### src/rtl/rnd_pkg.sv
// Shared types and constants for the LFSR random-symbol stream generator.
package rnd_pkg;

  typedef enum logic [1:0] {
    IDLE = 2'd0,
    RUN  = 2'd1,
    DONE = 2'd2
  } rnd_state_e;

  localparam logic [5:0] DEFAULT_TAPS = 6'b110000;

  // A zero burst-length request means the full 2^cnt_width burst.
  function automatic int unsigned eff_burst_len(input int unsigned num_steps,
                                                input int unsigned cnt_width);
    return (num_steps == 0) ? (32'd1 << cnt_width) : num_steps;
  endfunction

endpackage

### src/rtl/rnd_lfsr_core.sv
// Fibonacci LFSR register: seed load with zero substitution, single-step advance.
module rnd_lfsr_core #(
  parameter int                   REG_WIDTH = 6,
  parameter logic [REG_WIDTH-1:0] TAPS      = 6'b110000
) (
  input  logic                 clk,
  input  logic                 rst,
  input  logic                 load,
  input  logic                 advance,
  input  logic [REG_WIDTH-1:0] seed,
  output logic [REG_WIDTH-1:0] lfsr
);

  logic feedback;

  assign feedback = ^(lfsr & TAPS);

  always_ff @(posedge clk or negedge rst) begin
    if (!rst) begin
      lfsr <= REG_WIDTH'(1);
    end else if (load) begin
      // An all-zero register would lock up, so a zero seed becomes 1.
      lfsr <= (seed == '0) ? REG_WIDTH'(1) : seed;
    end else if (advance) begin
      lfsr <= {lfsr[REG_WIDTH-2:0], feedback};
    end
  end

endmodule

### src/rtl/rnd_lfsr_stream.sv
// Burst controller: accepts a start in IDLE, streams num_steps LFSR symbols, pulses done.
// Handshake: start_rnd is a request sampled only in IDLE; x_valid marks each symbol, no backpressure.
module rnd_lfsr_stream
  import rnd_pkg::*;
#(
  parameter int                   REG_WIDTH = 6,
  parameter int                   CNT_WIDTH = 3,
  parameter int                   OUT_WIDTH = 2,
  parameter logic [REG_WIDTH-1:0] TAPS      = DEFAULT_TAPS
) (
  input  logic                 clk,
  input  logic                 rst,
  input  logic                 start_rnd,
  input  logic                 reseed,
  input  logic [REG_WIDTH-1:0] seed,
  input  logic [CNT_WIDTH-1:0] num_steps,
  output logic                 busy,
  output logic                 x_valid,
  output logic [OUT_WIDTH-1:0] x_out,
  output logic                 done_rnd,
  output rnd_state_e           state_dbg,
  output logic [REG_WIDTH-1:0] lfsr_dbg
);

  localparam int CW1 = CNT_WIDTH + 1;

  rnd_state_e           state;
  logic [CW1-1:0]       cnt;
  logic [REG_WIDTH-1:0] lfsr;
  logic                 accept;
  logic                 load;
  logic                 advance;

  assign accept  = (state == IDLE) && start_rnd;
  assign load    = accept && reseed;
  assign advance = (state == RUN);

  rnd_lfsr_core #(
    .REG_WIDTH (REG_WIDTH),
    .TAPS      (TAPS)
  ) u_core (
    .clk     (clk),
    .rst     (rst),
    .load    (load),
    .advance (advance),
    .seed    (seed),
    .lfsr    (lfsr)
  );

  always_ff @(posedge clk or negedge rst) begin
    if (!rst) begin
      state <= IDLE;
      cnt   <= '0;
    end else begin
      case (state)
        IDLE: begin
          if (start_rnd) begin
            cnt   <= CW1'(eff_burst_len(32'(num_steps), CNT_WIDTH));
            state <= RUN;
          end
        end
        RUN: begin
          cnt <= cnt - CW1'(1);
          if (cnt == CW1'(1)) begin
            state <= DONE;
          end
        end
        DONE: begin
          state <= IDLE;
        end
        default: begin
          state <= IDLE;
        end
      endcase
    end
  end

  // Outputs decode from state and the LFSR register only.
  assign busy      = (state != IDLE);
  assign x_valid   = (state == RUN);
  assign x_out     = x_valid ? lfsr[REG_WIDTH-1 -: OUT_WIDTH] : '0;
  assign done_rnd  = (state == DONE);
  assign state_dbg = state;
  assign lfsr_dbg  = lfsr;

endmodule

### config.mk
export PLATFORM = sky130hd
export DESIGN_NAME = rnd_lfsr_stream
export DESIGN_NICKNAME = d
export VERILOG_FILES = /design/src/rtl/rnd_pkg.sv /design/src/rtl/rnd_lfsr_core.sv /design/src/rtl/rnd_lfsr_stream.sv
export SDC_FILE = /design/constraint.sdc
export NUM_CORES = 1
export LEC_CHECK = 0
export CORE_MARGIN = 2
export CORE_UTILIZATION = 42
export DETAILED_ROUTE_END_ITERATION = 8
export PLACE_DENSITY = 0.77
export SLEW_MARGIN = 40
export SYNTH_ARGS = -nofsm -noshare
export SYNTH_HDL_FRONTEND = slang
export SYNTH_SLANG_ARGS = --single-unit
export TNS_END_PERCENT = 5
### constraint.sdc
create_clock -name clk -period 1.47 [get_ports clk]
set_input_delay 0.294 -clock clk [delete_from_list [all_inputs] [get_ports clk]]
set_output_delay 0.294 -clock clk [all_outputs]
set_load 0.02 [all_outputs]
Figure 1. Placement density heat map (run 1).
9 x 9 tiles, from dark blue (low) to red (high), 0 to 100% covered.
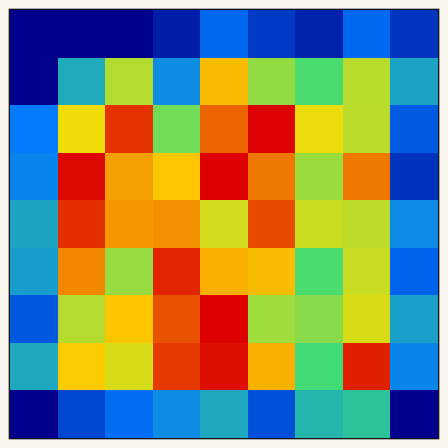
fullest tile = 100%
tiles over 75% full = 32%
emptiest ninth of the die = upper left

Figure 2. Wiring by layer (run 1).
Scale bar: 10 um.
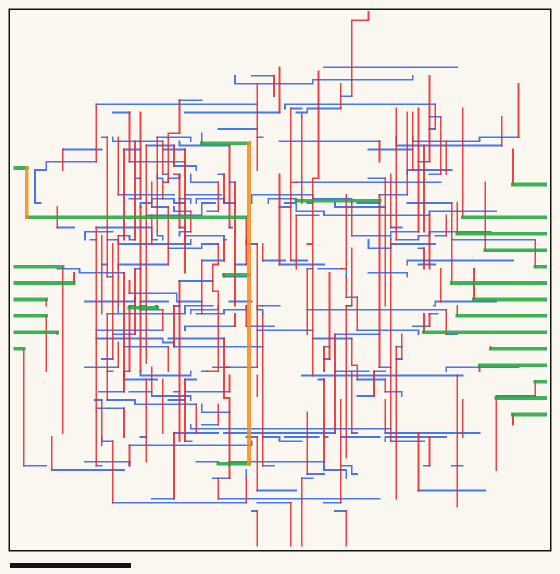
red -> met2  # wire length 781 um
orange -> met4  # wire length 30.6 um
green -> met3  # wire length 126 um
blue -> met1  # wire length 695 um

==> reports/qor.yml, run 1 <==
outcome: "completed"
clockBufferDepth: 2
power_density_nw_per_um2: 2070
use_met3_pct: 2.80
ys_ff: 12
tightest_slew_ns: 0.250
reg2reg_depth: 5
ios: 26
final_nets: 125
grtUsageMet1_pct: 22.7
clk_pin_slew_ns: 0.08
cts.sinks: 12
syn-num-nets: 86
cts_buffers: 3
path_max_fanout: 3
drt_iter0_markers: 11
design_power_total_mw: 2.26
io_buffers: 25
hold_viol_final: 0
synthSimpleGateAreaFrac_pct: 18.0
startpoint_type: "flip-flop"
postRouteAntennaNets: 0
power-top-group: "combinational cells"
mi_logic_area_um2: 367
rsz0062_at_grt: "yes"
grt-busiest-layer: "met2"
worstPathCellList: "nand2b_1, inv_2, and2_4, buf_6"
switching_share_pct: 39.8
yosysMostFrequentCell: "dfrtp_1"
cp.depth: 4
drt-wirelength-per-cell_um: 13.1
yosysTopAreaCell: "dfrtp_1"
htreeDepth: 1
dp.cells: 121
synthTopCellsByCount: "dfrtp_1 (11), inv_1 (5)"
critPathSlowestCell: "dfrtp_1"
ys_cells: 71
synth_top_area_share_pct: 39.6
worst_slack_ns: 0.0395
Figure 3. Selected gate families (run 1).
Scale bar: 10 um.
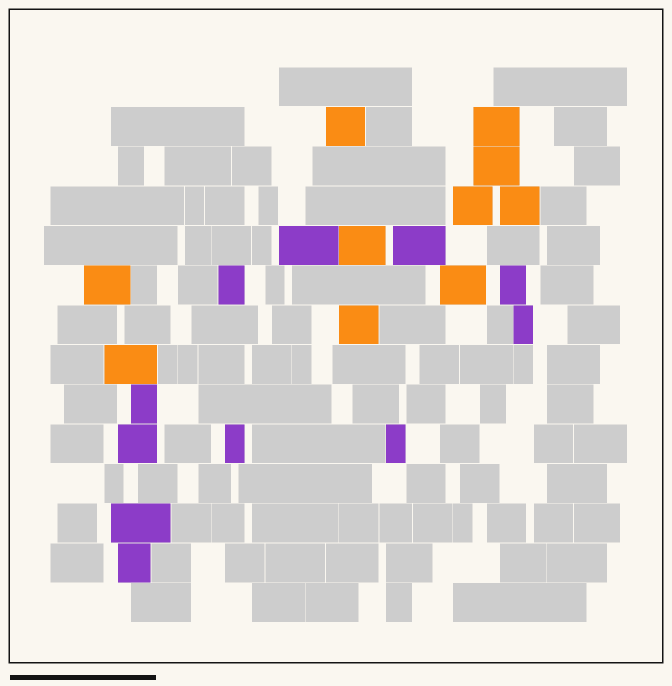
purple -> NOR gates  # cells 11
orange -> AND-OR and OR-AND gates  # cells 10

==> run 1: what timing repair did <==
item                                    CTS  global route
gates resized                            28            16
endpoints found under the hold margin     0             0
endpoints found under the setup margin   19            12
gates cloned                              0             0
hold buffers                              0             0
buffers inserted                          0             0
pin swaps                                 0             5
==> run 1: registers in the layout, indices dropped and copies added, names as in the netlist <==
register	count
cnt	4
u_core.lfsr	6
state_dbg	2
==> run 1: final cells by class <==
| type | count | area share (%) |
|---|---|---|
| well taps | 16 | 1.83 |
| flip-flops and latches | 12 | 27.6 |
| clock buffers | 4 | 3.32 |
| inverters | 6 | 2.06 |
| repair buffers | 38 | 31.6 |
| multi-input cells | 49 | 33.6 |
Figure 4. Congestion heat map (run 1).
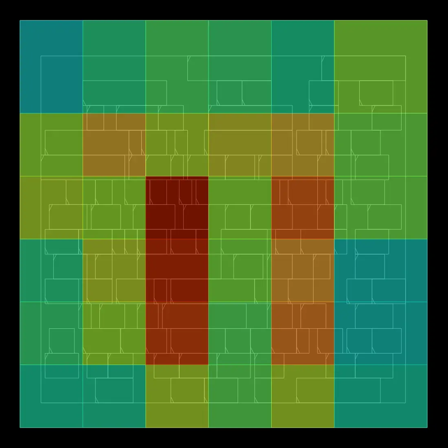

==> run 1 -> run 2 <==
--- a/config.mk
+++ b/config.mk
@@ -5,11 +5,14 @@
 export SDC_FILE = /design/constraint.sdc
 export NUM_CORES = 1
 export LEC_CHECK = 0
+export CELL_PAD_IN_SITES_DETAIL_PLACEMENT = 1
+export CELL_PAD_IN_SITES_GLOBAL_PLACEMENT = 2
+export CORE_ASPECT_RATIO = 0.75
 export CORE_MARGIN = 2
-export CORE_UTILIZATION = 42
+export CORE_UTILIZATION = 22
 export DETAILED_ROUTE_END_ITERATION = 8
-export PLACE_DENSITY = 0.77
-export SLEW_MARGIN = 40
+export PLACE_DENSITY_LB_ADDON = 0.1
+export SLEW_MARGIN = 20
 export SYNTH_ARGS = -nofsm -noshare
 export SYNTH_HDL_FRONTEND = slang
 export SYNTH_SLANG_ARGS = --single-unit
==> constraint.sdc (replaced) <==
create_clock -name clk -period 1.2 [get_ports clk]
set_input_delay 0.24 -clock clk [delete_from_list [all_inputs] [get_ports clk]]
set_output_delay 0.24 -clock clk [all_outputs]
set_load 0.02 [all_outputs]
Figure 5. Congestion heat map (run 2).
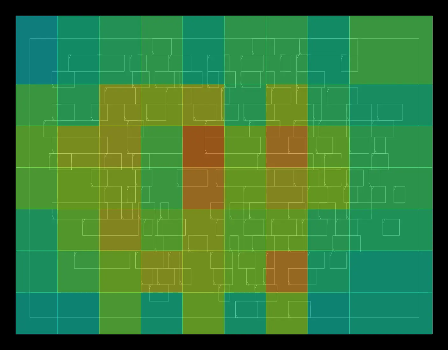
average wire per standard cell: 13.5 um
M3 GR Usage: 4.09%
GR Util met2: 17.0%
GRT Resource Usage Total: 12.8%

==> reports/qor.yml, run 2 <==
outcome: "complete, but fails checks"
violations: "setup timing"
ys_cells: 71  # unchanged
synth_top_area_share_pct: 39.6  # unchanged
dp.cells: 148  # +22%
power_density_nw_per_um2: 2590  # +25%
cts_setup_buffers: 0  # unchanged
cts.sinks: 12  # unchanged
top_register: "u_core.lfsr"
final_nets: 133  # +6.4%
critPathSlowestCell: "dfrtp_2"
cts_hold_buf: 0  # unchanged
reg2reg_depth: 5  # unchanged
postRouteAntennaNets: 0  # unchanged
worstPathCellList: "nand2b_4, inv_4, and2_4, buf_6"
worst_slack_ns: -0.161  # -0.200 ns
design_power_total_mw: 3.12  # +38%
path_max_fanout: 3  # unchanged
startpoint_type: "flip-flop"
setup_violations: 16
rsz0062_at_grt: "yes"
clockBufferDepth: 2  # unchanged
hold_viol_final: 0  # unchanged
cts_resized: 45  # +61%
htreeDepth: 1  # unchanged
cp.depth: 4  # unchanged
synthTopCellsByCount: "dfrtp_1 (11), inv_1 (5)"
power-top-group: "combinational cells"
Figure 6. Selected gate families (run 2).
Scale bar: 20 um.
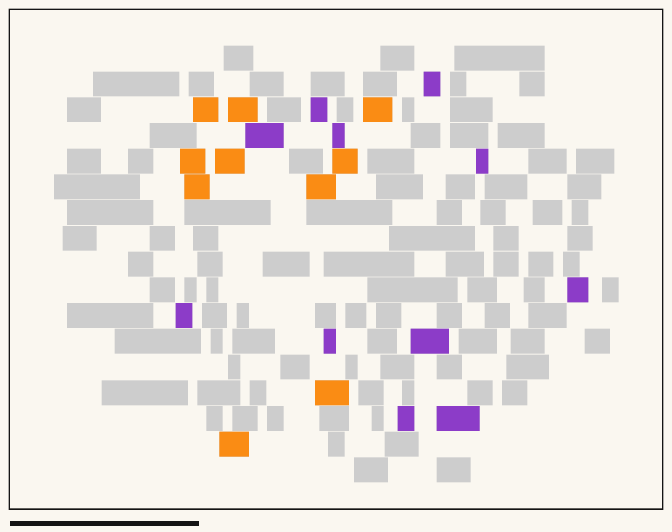
purple -> NOR gates  # cells 11, most used nor3_1
orange -> AND-OR and OR-AND gates  # cells 10

-- run 2: netlist changes by cell type in the layout (fill, tap and decap cells not counted), moves of 2 or more --
| cell | before | now |
|---|---|---|
| buf_2 | 1 | 5 |
| buf_4 | 12 | 19 |
| clkbuf_4 | 3 | 0 |
| clkbuf_8 | 1 | 4 |
| dfrtp_1 | 11 | 9 |
| dfrtp_2 | 0 | 2 |
| dlygate4sd2_1 | 5 | 1 |
-- run 2: area by class of cell --
type | instances | area share [%]
Clock buffer | 4 | 4.57
Inverter | 6 | 2.08
Multi-Input combinational cell | 49 | 31.5
Sequential cell | 12 | 25.2
Tap cell | 38 | 3.95
Timing Repair Buffer | 46 | 32.7
Power is estimated from default activity; no workload was simulated.
